==> config.mk <==
export PLATFORM = sky130hd
export DESIGN_NAME = lcd_frame_prefetch
export DESIGN_NICKNAME = d
export VERILOG_FILES = /design/src/rtl/lcd_pkg.sv /design/src/rtl/sync_fifo.sv /design/src/rtl/lcd_frame_prefetch.sv
export SDC_FILE = /design/constraint.sdc
export NUM_CORES = 2
export LEC_CHECK = 0
export CAP_MARGIN = 0
export CORE_ASPECT_RATIO = 0.8
export CORE_MARGIN = 4
export CORE_UTILIZATION = 45
export CTS_CLUSTER_SIZE = 12
export DETAILED_ROUTE_END_ITERATION = 16
export PLACE_DENSITY = 0.71
export REMOVE_ABC_BUFFERS = 1
export SYNTH_ARGS = -nofsm -noshare
export SYNTH_HDL_FRONTEND = slang
export SYNTH_SLANG_ARGS = --single-unit
==> constraint.sdc <==
create_clock -name clk -period 7.8 [get_ports clk]
set_clock_uncertainty 0.05 [all_clocks]
set_input_delay 0.78 -clock clk [delete_from_list [all_inputs] [get_ports clk]]
set_output_delay 0.78 -clock clk [all_outputs]
set_load 0.005 [all_outputs]
Figure 1. Clock network drawn from the DEF.
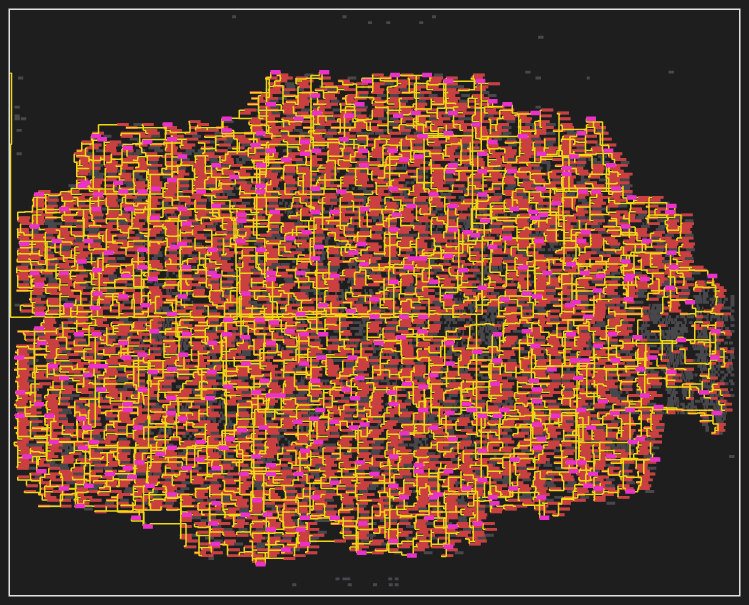
flip-flops: in red, count 4,221. clock-net drivers: in magenta, count 406. clock wires: in yellow, length 45.6 mm.
There are 407 routed clock nets.
clk ins delay skew pair: 920 ps
clock power share: 34.2%
Power Clock: 17.7 mW

Figure 2. Cells coloured by class.
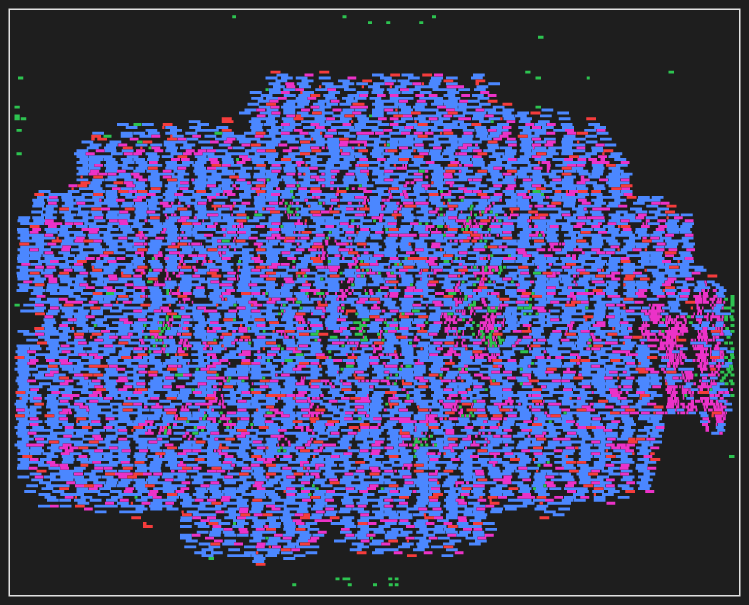
sequential cells: in blue, cells 4,221, share of their area 71%. remaining buffers and delay cells: in green, cells 390, share of their area 2.0%. remaining logic cells: in magenta, cells 2,667, share of their area 20%. clock drivers and dummy loads: in red, cells 614, share of their area 6.5%.
row cnt: 197
Core Util, Final: 50.49%
final instance area: 181,900 sq um

==> Slide: Implementation Results <==
Run Summary

Status
  • Status: finished, final reports clean

Worst setup path
  • R2R setup slack: 2650 ps
  • WP data required: 8560 ps

Timing
  • Slew @ Worst Pin: 1403 ps
  • Final Critical Period: 5150 ps
  • Max-slew headroom: 6.344%
  • # setup viols final: 0
  • Final Max Tran Viols: 0
  • Period utilisation layout: 66.03%

Synthesis
  • Yosys chip area: 163,000 sq um
  • Dominant cell area share: 75.46%
  • Commonest flop: edfxtp_1
  • Ys async rst share: 0%
  • Top cells, area: edfxtp_1, mux4_2, dfxtp_1
  • Synth Warn #: 0

CTS
  • CTS tree: yes
  • Clock Path Buffers: 4

Placed design
  • GPL Wtd Cong: 0.8683

Global routing
  • Total track usage: 22.58%
  • First-pass GRT wire length: 602.1 mm

Die
  • Core area: 360,400 sq um
  • Die Span Y: 546.3 um
  • Fp_density: 45.23%
  • Die area: 371,900 sq um
  • Number of I/O pins: 70

Layout
  • Logic cell area: 35,380 sq um

Drt
  • Routed wl met3: 57.90 mm
[kinds of logic after synthesis]
group | after synthesis | synth area share (%)
buffers and inverters | 466 | 1.527
muxes | 1293 | 16.72
adders and majority gates | 51 | 0.4099
xor gates and xnor gates | 38 | 0.2042
AOI/OAI and AO/OA | 553 | 2.309
DFF | 4221 | 77.00
and+or+nand+nor | 680 | 1.829
[synth_stat cells, types with 13 or more instances]
master,n
o21ai_0,86
ha_1,47
mux2i_1,143
nand4_1,13
nand2_1,121
inv_1,49
nor2b_1,21
clkbuf_1,186
a21oi_1,133
a211oi_1,28
o221ai_1,23
o22ai_1,31
nor3_1,30
buf_1,20
xnor2_1,27
a22o_1,33
edfxtp_1,4096
buf_6,39
a21o_1,13
dfxtp_1,125
a221oi_1,53
or3_1,18
nand3_1,53
nor2_1,364
buf_4,46
buf_2,113
mux4_2,1143
a22oi_1,79
[critical path, cell delays in order, from the launching register on]
cell and delay, ps:
dfxtp_4 1060, buf_4 610, buf_4 370, mux4_2 540
mux2_2 300, or3_1 310, a41oi_1 750, a21oi_1 440
o21a_1 280, a221o_1 260
[cell type report]
| type | instances | area share, % |
|---|---|---|
| Inverter | 52 | 0.1073 |
| Clock inverter | 35 | 0.1760 |
| Sequential cell | 4221 | 68.99 |
| Timing Repair Buffer | 390 | 1.913 |
| Tap cell | 4776 | 3.284 |
| Multi-Input combinational cell | 2615 | 19.44 |
| Clock buffer | 579 | 6.069 |
| Antenna cell | 14 | 0.01925 |
[metal layers]
| layer | track usage [%] | vias to the layer above |
|---|---|---|
| met2 | 33.40 | 5588 |
| met3 | 7.233 | 807 |
| met1 | 32.05 | 43130 |
| met4 | 7.154 | 8 |
| met5 | 0 | - |
| li1 | - | 31570 |
Power and IR drop assume default switching activity.
